## config.mk

```make
export PLATFORM = sky130hd
export DESIGN_NAME = ifu_fetch
export DESIGN_NICKNAME = d
export VERILOG_FILES = /design/src/rtl/npc_pkg.sv /design/src/rtl/ifu_fifo.sv /design/src/rtl/ifu_fetch.sv
export SDC_FILE = /design/constraint.sdc
export NUM_CORES = 1
export LEC_CHECK = 0
export CORE_MARGIN = 2
export CORE_UTILIZATION = 55
export DETAILED_ROUTE_END_ITERATION = 8
export PLACE_DENSITY = 0.86
export SYNTH_ARGS = -nofsm -noshare
export SYNTH_HDL_FRONTEND = slang
export SYNTH_SLANG_ARGS = --single-unit
```

## constraint.sdc

```tcl
create_clock -name clock -period 12.1 [get_ports clock]
set_clock_uncertainty 0.1 [all_clocks]
set_input_delay 3.63 -clock clock [delete_from_list [all_inputs] [get_ports clock]]
set_output_delay 3.63 -clock clock [all_outputs]
set_load 0.01 [all_outputs]
```

## src/rtl/npc_pkg.sv

```systemverilog
`default_nettype none
// ============================================================================
// npc_pkg : shared fetch-unit states, entry layout and instruction constants
// Revision : 1.0
// ============================================================================
package npc_pkg;

  localparam logic [63:0] c_reset_pc = 64'h0000_0000_8000_0000;
  localparam logic [31:0] c_nop      = 32'h0000_0013;
  localparam logic [31:0] c_ebreak   = 32'h0010_0073;

  typedef enum logic [1:0] {
    IDLE = 2'd0,
    REQ  = 2'd1,
    WAIT = 2'd2
  } fetch_state_t;

  typedef struct packed {
    logic [31:0] inst;
    logic [63:0] pc;
  } fetch_entry_t;

endpackage
`default_nettype wire

```

## src/rtl/ifu_fifo.sv

```systemverilog
`default_nettype none
// ============================================================================
// ifu_fifo : synchronous instruction buffer with push/pop/flush and occupancy
// Revision : 1.0
// ============================================================================
module ifu_fifo #(
  parameter int               WIDTH      = 96,
  parameter int               DEPTH      = 2,
  parameter logic [WIDTH-1:0] RESET_WORD = '0
) (
  input  logic                   clock,
  input  logic                   reset,
  input  logic                   push,
  input  logic                   pop,
  input  logic                   flush,
  input  logic [WIDTH-1:0]       wdata,
  output logic [WIDTH-1:0]       rdata,
  output logic                   empty,
  output logic [$clog2(DEPTH):0] count
);

  localparam int            AW      = $clog2(DEPTH);
  localparam logic [AW:0]   c_depth = (AW+1)'(DEPTH);

  logic [WIDTH-1:0] r_mem [DEPTH];
  logic [AW-1:0]    r_wr_ptr;
  logic [AW-1:0]    r_rd_ptr;
  logic [AW:0]      r_count;
  logic             r_empty;
  logic             w_full;
  logic             w_push_ok;
  logic             w_pop_ok;
  logic [AW:0]      w_count_next;

  assign w_full       = (r_count == c_depth);
  assign w_pop_ok     = pop && !r_empty;
  // A full buffer still accepts a push when the head leaves on the same edge
  assign w_push_ok    = push && (!w_full || w_pop_ok);
  assign w_count_next = r_count + (AW+1)'(w_push_ok) - (AW+1)'(w_pop_ok);

  always_ff @(posedge clock) begin
    if (reset) begin
      r_wr_ptr <= '0;
      r_rd_ptr <= '0;
      r_count  <= '0;
      r_empty  <= 1'b1;
      for (int i = 0; i < DEPTH; i++) begin
        r_mem[i] <= RESET_WORD;
      end
    end else if (flush) begin
      r_wr_ptr <= '0;
      r_rd_ptr <= '0;
      r_count  <= '0;
      r_empty  <= 1'b1;
    end else begin
      if (w_push_ok) begin
        r_mem[r_wr_ptr] <= wdata;
        r_wr_ptr        <= r_wr_ptr + AW'(1);
      end
      if (w_pop_ok) begin
        r_rd_ptr <= r_rd_ptr + AW'(1);
      end
      r_count <= w_count_next;
      r_empty <= (w_count_next == '0);
    end
  end

  always_ff @(posedge clock) begin
    if (!reset && !flush) begin
      assert (!(push && w_full && !pop))
        else $error("ifu_fifo: push into a full buffer");
    end
  end

  assign rdata = r_mem[r_rd_ptr];
  assign empty = r_empty;
  assign count = r_count;

endmodule
`default_nettype wire

```

## src/rtl/ifu_fetch.sv

```systemverilog
`default_nettype none
// ============================================================================
// ifu_fetch : single-outstanding instruction fetch with redirect, halt, buffer
// Revision : 1.0
// ============================================================================
module ifu_fetch
  import npc_pkg::*;
#(
  parameter logic [63:0] RESET_PC   = c_reset_pc,
  parameter int          FIFO_DEPTH = 2
) (
  input  logic        clock,
  input  logic        reset,
  output logic        imem_req_valid,
  input  logic        imem_req_ready,
  output logic [63:0] imem_req_addr,
  input  logic        imem_resp_valid,
  input  logic [31:0] imem_resp_data,
  output logic        out_valid,
  input  logic        out_ready,
  output logic [31:0] out_inst,
  output logic [63:0] out_pc,
  input  logic        redirect_valid,
  input  logic [63:0] redirect_pc,
  input  logic        halt
);

  localparam int            CW      = $clog2(FIFO_DEPTH) + 1;
  localparam logic [CW-1:0] c_depth = CW'(FIFO_DEPTH);

  fetch_state_t  r_state;
  fetch_state_t  w_state_next;
  logic [63:0]   r_pc;
  logic          r_kill;
  logic          w_accept;
  logic          w_resp;
  logic          w_push;
  logic          w_pop;
  logic          w_empty;
  logic          w_room;
  logic [CW-1:0] w_count;
  logic [CW-1:0] w_count_after;
  fetch_entry_t  w_wdata;
  fetch_entry_t  w_head;

  assign imem_req_valid = (r_state == REQ) && !halt;
  assign imem_req_addr  = r_pc;
  assign w_accept       = imem_req_valid && imem_req_ready;
  assign w_resp         = (r_state == WAIT) && imem_resp_valid;
  assign w_push         = w_resp && !r_kill && !redirect_valid;
  assign w_pop          = out_valid && out_ready;
  assign w_count_after  = w_count + CW'(w_push) - CW'(w_pop);
  // The buffer is the only in-flight sink, so post-edge occupancy bounds issue
  assign w_room         = !halt && (w_count_after < c_depth);

  always_comb begin
    w_state_next = r_state;
    unique case (r_state)
      IDLE:    if (redirect_valid || w_room) w_state_next = REQ;
      REQ:     if (w_accept) w_state_next = WAIT;
      WAIT:    if (w_resp) w_state_next = (redirect_valid || w_room) ? REQ : IDLE;
      default: w_state_next = IDLE;
    endcase
  end

  always_ff @(posedge clock) begin
    if (reset) begin
      r_state <= IDLE;
      r_pc    <= RESET_PC;
      r_kill  <= 1'b0;
    end else begin
      r_state <= w_state_next;
      if (redirect_valid) begin
        r_pc   <= redirect_pc & ~64'd3;
        // Anything still owed by memory after this edge belongs to the old path
        r_kill <= ((r_state == WAIT) && !imem_resp_valid) || w_accept;
      end else begin
        if (w_push) r_pc <= r_pc + 64'd4;
        if (w_resp) r_kill <= 1'b0;
      end
    end
  end

  assign w_wdata = {imem_resp_data, r_pc};

  ifu_fifo #(
    .WIDTH      ($bits(fetch_entry_t)),
    .DEPTH      (FIFO_DEPTH),
    .RESET_WORD ({c_nop, 64'd0})
  ) u_fifo (
    .clock (clock),
    .reset (reset),
    .push  (w_push),
    .pop   (w_pop),
    .flush (redirect_valid),
    .wdata (w_wdata),
    .rdata (w_head),
    .empty (w_empty),
    .count (w_count)
  );

  assign out_valid = !w_empty;
  assign out_inst  = w_head.inst;
  assign out_pc    = w_head.pc;

endmodule
`default_nettype wire

```

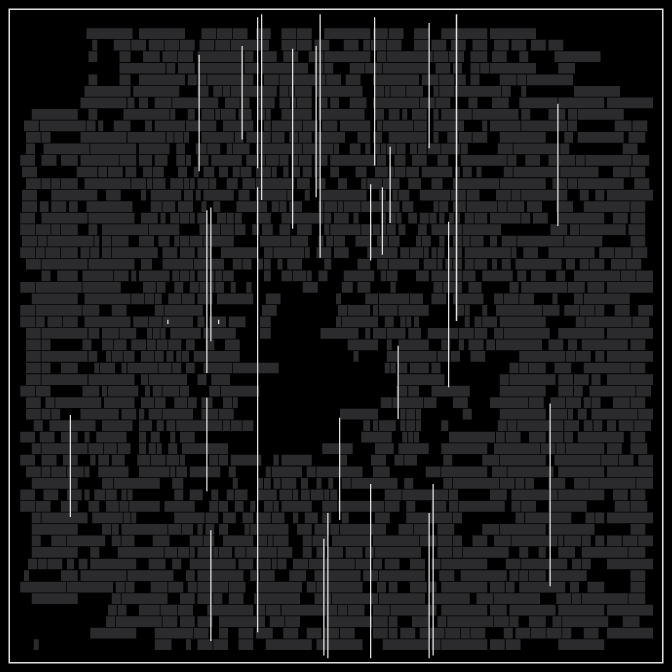
Figure 1: run 1, M4 wires.
nets with wire on the layer: 22
longest straight run: 105 um
share of all routed wire: 3.2%

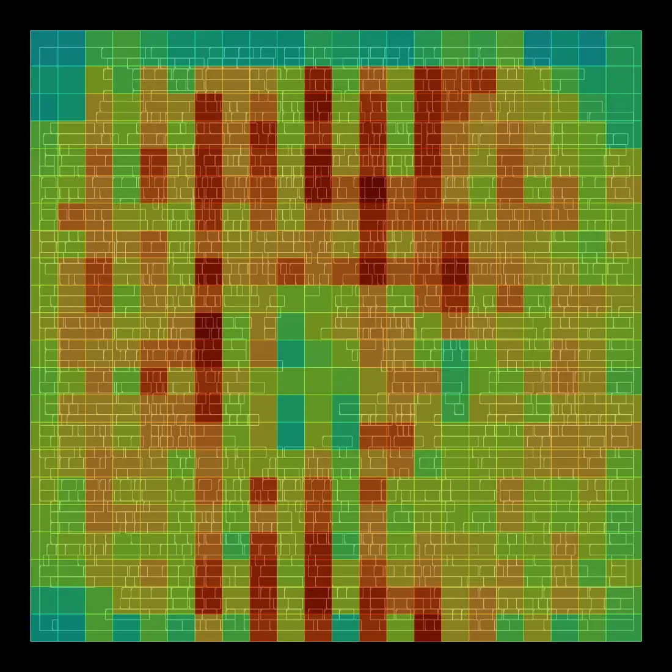
Figure 2: run 1, track usage over the die.
GRT busiest layer: met2
post-layout util: 72.9%

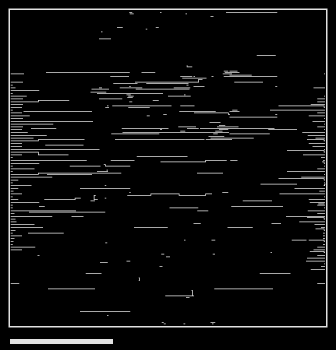
Figure 3: run 1, M3 wires.
The bar under the picture is 50 um long.
wire length on this layer: 2450 um
share of all routed wire: 7.6%
longest straight run: 51.5 um

==> run 1: flip-flops by register name, indices dropped and copies added (netlist names), named ones only <==
| signal | flops |
|---|---|
| u_fifo.r_wr_ptr | 1 |
| u_fifo.count | 2 |
| r_state | 2 |
| r_kill | 1 |
| u_fifo.r_mem | 188 |
| imem_req_addr | 62 |
| u_fifo.r_rd_ptr | 1 |
| u_fifo.empty | 1 |
==> run 1: per-layer routing <==
| layer | vias to the layer above | part of all wire, % | track usage (%) |
|---|---|---|---|
| met3 | 69 | 7.6 | 5.19 |
| met1 | 4522 | 41 | 35.2 |
| met5 | - | 0.034 | 0 |
| met2 | 380 | 48 | 44.6 |
| li1 | 4292 | - | - |
| met4 | 2 | 3.2 | 8.41 |
==> run 1: worst paths after layout <==
kind | cells past startpoint | end
max | 3 | imem_req_valid
min | 2 | r_kill$_SDFFE_PP0P_
max reg2reg | 5 | u_fifo.r_mem[0][47]$_SDFFCE_PN0P_
min reg2reg | 2 | r_kill$_SDFFE_PP0P_
==> run 1: critical path: stages <==
cell	delay (ns)
sky130_fd_sc_hd__clkdlybuf4s50_1	0.48
sky130_fd_sc_hd__nor2_1	0.16
sky130_fd_sc_hd__clkdlybuf4s50_1	0.55
==> run 1: placed cells by master (no fill, tap or decap), types with 4 or more instances in the layout <==
master / Yosys / final
sky130_fd_sc_hd__mux2_2: 94 / 94
sky130_fd_sc_hd__or3_1: 6 / 6
sky130_fd_sc_hd__conb_1: 1 / 4
sky130_fd_sc_hd__edfxtp_1: 188 / 188
sky130_fd_sc_hd__or4_1: 9 / 9
sky130_fd_sc_hd__clkinv_1: 1 / 4
sky130_fd_sc_hd__nor4_1: 22 / 22
sky130_fd_sc_hd__and3_1: 10 / 10
sky130_fd_sc_hd__clkdlybuf4s50_1: 0 / 256
sky130_fd_sc_hd__a2111oi_0: 4 / 4
sky130_fd_sc_hd__nor2_1: 78 / 78
sky130_fd_sc_hd__and2_1: 175 / 175
sky130_fd_sc_hd__nand2b_1: 8 / 8
sky130_fd_sc_hd__clkinv_2: 0 / 10
sky130_fd_sc_hd__nor3_1: 19 / 18
sky130_fd_sc_hd__xnor2_1: 30 / 30
sky130_fd_sc_hd__dfxtp_1: 71 / 70
sky130_fd_sc_hd__xor2_1: 10 / 10
sky130_fd_sc_hd__nor2b_1: 6 / 6
sky130_fd_sc_hd__a211oi_1: 32 / 32
sky130_fd_sc_hd__buf_4: 8 / 10
sky130_fd_sc_hd__a311oi_1: 15 / 15
sky130_fd_sc_hd__a21oi_1: 10 / 10
sky130_fd_sc_hd__o31ai_1: 7 / 7
sky130_fd_sc_hd__ha_1: 4 / 4
sky130_fd_sc_hd__and4_1: 11 / 11
sky130_fd_sc_hd__inv_1: 22 / 22
sky130_fd_sc_hd__nand2_1: 33 / 33
sky130_fd_sc_hd__o21ai_0: 8 / 8
sky130_fd_sc_hd__clkbuf_16: 0 / 28
sky130_fd_sc_hd__nand4_1: 27 / 27
sky130_fd_sc_hd__nand3_1: 19 / 19
sky130_fd_sc_hd__nor4b_1: 5 / 5
==> results.yml, run 1 <==
# physical design summary
synth:
  xor_area_share_pct: 2.84
  yosysTopAreaCellShare_pct: 45.7
  top_logic_kind: "simple AND/OR/NAND/NOR gates"
  synthesis.instances: 1041
  top_cells_by_area: "sky130_fd_sc_hd__edfxtp_1, sky130_fd_sc_hd__dfxtp_1, sky130_fd_sc_hd__and2_1"
  synth-edff-count: 188
  average_footprint_of_a_synthesized_cell_um2: 11.9
  mux_share_pct: 8.82
  fa_ha_area_share_pct: 0.405
  syn_area_um2: 12300
  ys_seq_share_pct: 57.2
  yosys.area.top_type: "sky130_fd_sc_hd__edfxtp_1"
  post_synth_num_cell_types: 68
  yosys-stat-cells: 1041
  synthAoiAreaFrac_pct: 5.68
  ys_async_sr_fraction_pct: 0
  yosys-stat-area_um2: 12300
  yosysWarningCount: 0
  synth_top_cell_by_count: "sky130_fd_sc_hd__edfxtp_1"
  synth_flops: 259
  synth-main-ff-cell: "sky130_fd_sc_hd__edfxtp_1"
  simple_gate_area_share_pct: 21.7
  top_cells_by_count: "sky130_fd_sc_hd__edfxtp_1, sky130_fd_sc_hd__and2_1, sky130_fd_sc_hd__mux2_2, sky130_fd_sc_hd__nor2_1, sky130_fd_sc_hd__dfxtp_1"
placement:
  dp_hpwl_mm: 21.0
  routabilityCongestion: 0.826
  dp_worst_setup_slack_ns: 3.56
  placedCellCount: 1524
  place_area_um2: 15100
  placement.io_buffers: 258
finish:
  multi_input_comb_cells: 694
  layout.clock_buffers: 33
  biggestCellCategory: "flip-flops and latches"
  sh_seq_area_pct: 44.2
  layout.nets: 1381
  postLayoutCellArea_um2: 16000
  final_layout_size_suffix_gt1_share_pct: 13.6
  clock_cell_area_share_pct: 5.81
  layout.cells.non_filler: 1577
  seqCellArea_um2: 7070
  comb-cell-share_pct: 30.7
  area_growth_pct: 29.6
  buffers: 268
  sequential_cell_total: 259
  fillCellCount: 1487
  buffer_share_of_cell_area_pct: 16.5
  antenna_cells_inserted: 1
  logic_area_um2: 4920
  n_all_inverters: 23
critical_path:
  r2r-start: "r_state[0]$_SDFFE_PP0P_"
  crit_start: "halt"
  r2r_setup_slack_ns: 8.33
  timing.critical_path.from_type: "input port"
  endpoint_kind: "primary output"
  crit_required_ns: 8.37
  critical_path.max_fanout: 3
  worstSetupPathType: "in2out"
  crit_arrival_ns: 4.82
pwr:
  power_sequential_mw: 1.02
  internal_power_mw: 1.59
  worst_ir_drop_vdd_mv: 0.106
  power_mw: 2.05
  powerComb_uw: 176
  pg_clk_uw: 859
  leakagePower_nw: 5.70
  power-top-group: "registers"
  power.density_nw_per_um2: 128
  seqPwrFrac_pct: 49.6
  power.switching_uw: 465
  comb_power_share_pct: 8.6
  clk_network_pwr_share_pct: 41.8
  sw_frac_of_total_pct: 22.6
flow_run:
  log.warning_count: 28
  cap_violations: 0
clock_tree:
  cts_resized: 0
  tritoncts: "yes"
  cell_at_the_root_of_the_clock_tree: "sky130_fd_sc_hd__clkbuf_16"
  cts_bufs_inserted: 28
  clock.latency.late_pin_ns: 0.54
  clock_sink_count: 259
  ctsLongestPathBuffers: 3
  clock_tree.htree_level_count: 1
  cts_setup_buffers: 0
  post_cts_hold_buffer_count: 0
  clk_pin_slew_worst_paths_ns: 0.06
timing:
  timing.max_slew.rel_slack_pct: 28.1
  hold_ws_ns: 0.404
  setup_viol: 0
  unrepaired_setup_endpoints_after_global_routing: "no"
  setup_tns_ns: 0
  period_utilisation_layout_pct: 70.6
  tightest_slew_ns: 1.07
  fin_crit_ns: 8.55
  final_hold_violations: 0
  worst_slack_ns: 3.55
  maxClockFrequency_ghz: 0.117
  maxSlewViolCount: 0
min_path:
  worst_hold_path_type: "reg2reg"
  worst_hold_startpoint: "r_kill$_SDFFE_PP0P_"
grt:
  grt_overflow_total: 0
  antenna_found_initial: 2
  pin_count_of_the_biggest_net_entering_global_routing: 98
  global_route_wire_length_before_repair_mm: 50.1
  gr-usage-all-layers_pct: 26.6
  number_of_global_route_vias_before_repair: 9172
floorplanning:
  ios: 265
  design.die.area_um2: 23700
  initial_core_util_pct: 56.2
  well_tap_count: 280
  die_boundary_height_um: 154
  core_um2: 22000
  fp-row-count: 54
  die_w_um: 154
routing:
  first_pass_iters: 7
  detail_route.wirelength_mm: 32.1
  drtAntennaViolNets: 0
  detail_route.vias_per_cell: 5.88
  drc_errors: 0
  detailed_route_via_count: 9265
  avgRoutedWirePerCell_um: 20.4
  drt-initial-drc-count: 649
outcome:
  outcome: "finished clean"
--- run 2 (diff from run 1) ---
--- a/config.mk
+++ b/config.mk
@@ -6,9 +6,9 @@
 export NUM_CORES = 1
 export LEC_CHECK = 0
 export CORE_MARGIN = 2
-export CORE_UTILIZATION = 55
+export CORE_UTILIZATION = 46
 export DETAILED_ROUTE_END_ITERATION = 8
-export PLACE_DENSITY = 0.86
+export PLACE_DENSITY = 0.76
 export SYNTH_ARGS = -nofsm -noshare
 export SYNTH_HDL_FRONTEND = slang
 export SYNTH_SLANG_ARGS = --single-unit
==> constraint.sdc (replaced) <==
create_clock -name clock -period 7.36 [get_ports clock]
set_clock_uncertainty 0.1 [all_clocks]
set_input_delay 2.208 -clock clock [delete_from_list [all_inputs] [get_ports clock]]
set_output_delay 2.208 -clock clock [all_outputs]
set_load 0.01 [all_outputs]
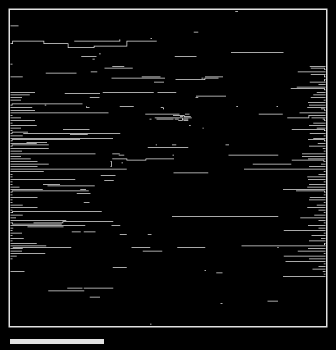
Figure 4: run 2, M3 wires.
The bar under the picture is 50 um long.
share of all routed wire: 8.0%
longest straight run: 61.4 um
main direction: horizontal
wire length on this layer: 2630 um

==> run 2 against run 1 <==
Compared with the run above:
- clock-buffer cell count increased by 5
- global-route usage decreased by 3.7 points
- hold slack improved by 0.0028 ns
- final area increased by 1.3%
- area after synthesis unchanged
- largest cell class unchanged
- highest routed layer unchanged
==> results.yml, run 2 <==
# physical design summary
routing:
  detail_route.wirelength_mm: 33.0
  avgRoutedWirePerCell_um: 20.1
  drc_errors: 0
  detail_route.vias_per_cell: 5.52
  detailed_route_via_count: 9038
  drtAntennaViolNets: 0
flow_run:
  log.warning_count: 28
  cap_violations: 0
critical_path:
  timing.critical_path.from_type: "input port"
  crit_path_top_delay_cell: "sky130_fd_sc_hd__clkdlybuf4s50_1"
  endpoint_kind: "primary output"
  worstReg2RegEnd: "u_fifo.r_mem[0][12]$_SDFFCE_PN0P_"
  critPathTopFamily: "buffers and inverters"
  crit_required_ns: 5.05
  crit_path_max_incr_delay_ns: 0.55
  crit_arrival_ns: 3.35
  critical_path.max_fanout: 3
  crit_top_cell: "sky130_fd_sc_hd__clkdlybuf4s50_1"
  crit_path_cell_trace: "clkdlybuf4s50_1 -> nor2_1 -> clkdlybuf4s50_1"
synth:
  top_cells_by_count: "sky130_fd_sc_hd__edfxtp_1, sky130_fd_sc_hd__and2_1, sky130_fd_sc_hd__mux2_2, sky130_fd_sc_hd__nor2_1, sky130_fd_sc_hd__dfxtp_1"
  yosys-stat-cells: 1041
  synthesis.instances: 1041
  average_footprint_of_a_synthesized_cell_um2: 11.9
  post_synth_num_cell_types: 68
  syn_area_um2: 12300
  synth_top_cell_by_count: "sky130_fd_sc_hd__edfxtp_1"
  yosys.area.top_type: "sky130_fd_sc_hd__edfxtp_1"
  synth-edff-count: 188
clock_tree:
  cts_resized: 0
  post_cts_hold_buffer_count: 0
  clk_pin_slew_worst_paths_ns: 0.06
  cts_bufs_inserted: 29
  tritoncts: "yes"
  clock_tree.htree_level_count: 1
  clock.latency.late_pin_ns: 0.55
grt:
  pin_count_of_the_biggest_net_entering_global_routing: 98
  antenna_found_initial: 3
  number_of_global_route_vias_before_repair: 9143
  global_route_wire_length_before_repair_mm: 51.1
  gr-usage-all-layers_pct: 22.9
finish:
  final_layout_size_suffix_gt1_share_pct: 13.7
  most_common_cell_after_layout_fill_and_taps_aside: "sky130_fd_sc_hd__clkdlybuf4s50_1"
  area_growth_pct: 31.3
  largest_register_ffs: 188
  final_layout_top_logic_cells: "sky130_fd_sc_hd__clkdlybuf4s50_1, sky130_fd_sc_hd__edfxtp_1, sky130_fd_sc_hd__and2_1"
outcome:
  outcome: "finished clean"
timing:
  timing.max_slew.rel_slack_pct: 27.8
  period_utilisation_layout_pct: 76.8
  maxSlewViolCount: 0
  setup_tns_ns: 0
  fin_crit_ns: 5.66
  maxClockFrequency_ghz: 0.177
placement:
  routabilityCongestion: 0.793
  placement.io_buffers: 258
  dp_hpwl_mm: 21.6
floorplanning:
  die_w_um: 168
  fp-row-count: 59
  design.die.area_um2: 28200
  ios: 265
  core_um2: 26200
min_path:
  worst_hold_path_type: "reg2reg"
  worst_hold_startpoint: "r_kill$_SDFFE_PP0P_"
  timing.hold.worst_endpoint: "r_kill$_SDFFE_PP0P_"
pwr:
  comb_power_share_pct: 8.3
  sw_frac_of_total_pct: 21.9
  power.density_nw_per_um2: 216
  power.switching_uw: 765
  seqPwrFrac_pct: 47.9
  leakagePower_nw: 5.75
run 2: netlist changes by cell type in the layout (fill, tap and decap cells not counted), sizes merged:
cell and change:
buf +2, inv +1, bufinv +2, clkbuf +5
clkinvlp +1, diode +1, clkinv -7
run 2: area by class of cell:
cell class                      count  area, um2
Fill cell                        2038      10000
Sequential cell                   259       7070
Multi-Input combinational cell    694       4920
Timing Repair Buffer              270       2690
Clock buffer                       38        810
Tap cell                          335        419
Clock inverter                     16        210
Inverter                           23       86.3
Antenna cell                        2       5.00
run 2: power groups by stage:
stage | combinational (mW) | clock, mW | sequential, mW
2_1_floorplan | 0.115 | 0 | 1.70
3_3_place_gp | 0.289 | 0 | 1.70
3_5_place_dp | 0.291 | 0 | 1.70
4_1_cts | 0.294 | 1.55 | 1.67
5_1_grt | 0.312 | 1.61 | 1.68
6_report | 0.291 | 1.53 | 1.67
run 2: worst register-to-register path, stage by stage (launching register included):
cell and delay (ns):
sky130_fd_sc_hd__dfxtp_1 0.36, sky130_fd_sc_hd__and4bb_2 0.54, sky130_fd_sc_hd__nand2_1 0.13, sky130_fd_sc_hd__or2_1 0.52, sky130_fd_sc_hd__o21bai_4 0.80, sky130_fd_sc_hd__buf_12 0.40
run 2: cells by family after synthesis:
group / after synthesis / share of synthesized area (%)
AND/OR/NAND/NOR: 455 / 21.7
multiplexers: 97 / 8.82
buffers and inverters: 91 / 3.25
XOR/XNOR: 40 / 2.84
AND-OR/OR-AND: 94 / 5.68
adder cells (fa/ha/maj): 4 / 0.405
other: 1 / 0.0304
flip-flops: 259 / 57.2
run 2: worst max path at each step:
stage / depth (start not counted) / endpoint / from / slack, ns
2_1_floorplan: 5 / u_fifo.r_mem[0][10]$_SDFFCE_PN0P_ / imem_resp_valid / 1.36
3_3_place_gp: 3 / imem_req_valid / halt / 1.72
3_5_place_dp: 3 / imem_req_valid / halt / 1.70
4_1_cts: 3 / imem_req_valid / halt / 1.70
5_1_grt: 3 / imem_req_valid / halt / 1.68
6_report: 3 / imem_req_valid / halt / 1.70
run 2: routing by layer:
metal | vias to the layer above | share of wire (%) | routed length, um | track usage (%)
li1 | 4298 | - | - | -
met1 | 4384 | 43 | 14200 | 30.7
met2 | 304 | 47 | 15500 | 37.7
met3 | 50 | 8.0 | 2630 | 5.67
met4 | 2 | 2.0 | 670 | 5.48
met5 | - | 0.039 | 13 | 0
run 2: per-stage QoR:
stage / util [%] / total power, mW / cell area (um2) / worst slack [ns] / cells
5_1_grt: 61.8 / 3.61 / 16200 / 1.68 / 1635
6_report: 61.8 / 3.49 / 16200 / 1.70 / 1637
3_5_place_dp: 57.9 / 2.00 / 15200 / 1.70 / 1581
4_1_cts: 61.8 / 3.52 / 16200 / 1.70 / 1635
2_1_floorplan: - / 1.81 / 12400 / 1.36 / 1044
3_3_place_gp: 57.9 / 1.99 / 15200 / 1.72 / 1581
Power figures rest on the tool's default switching activity, not on a simulated workload.
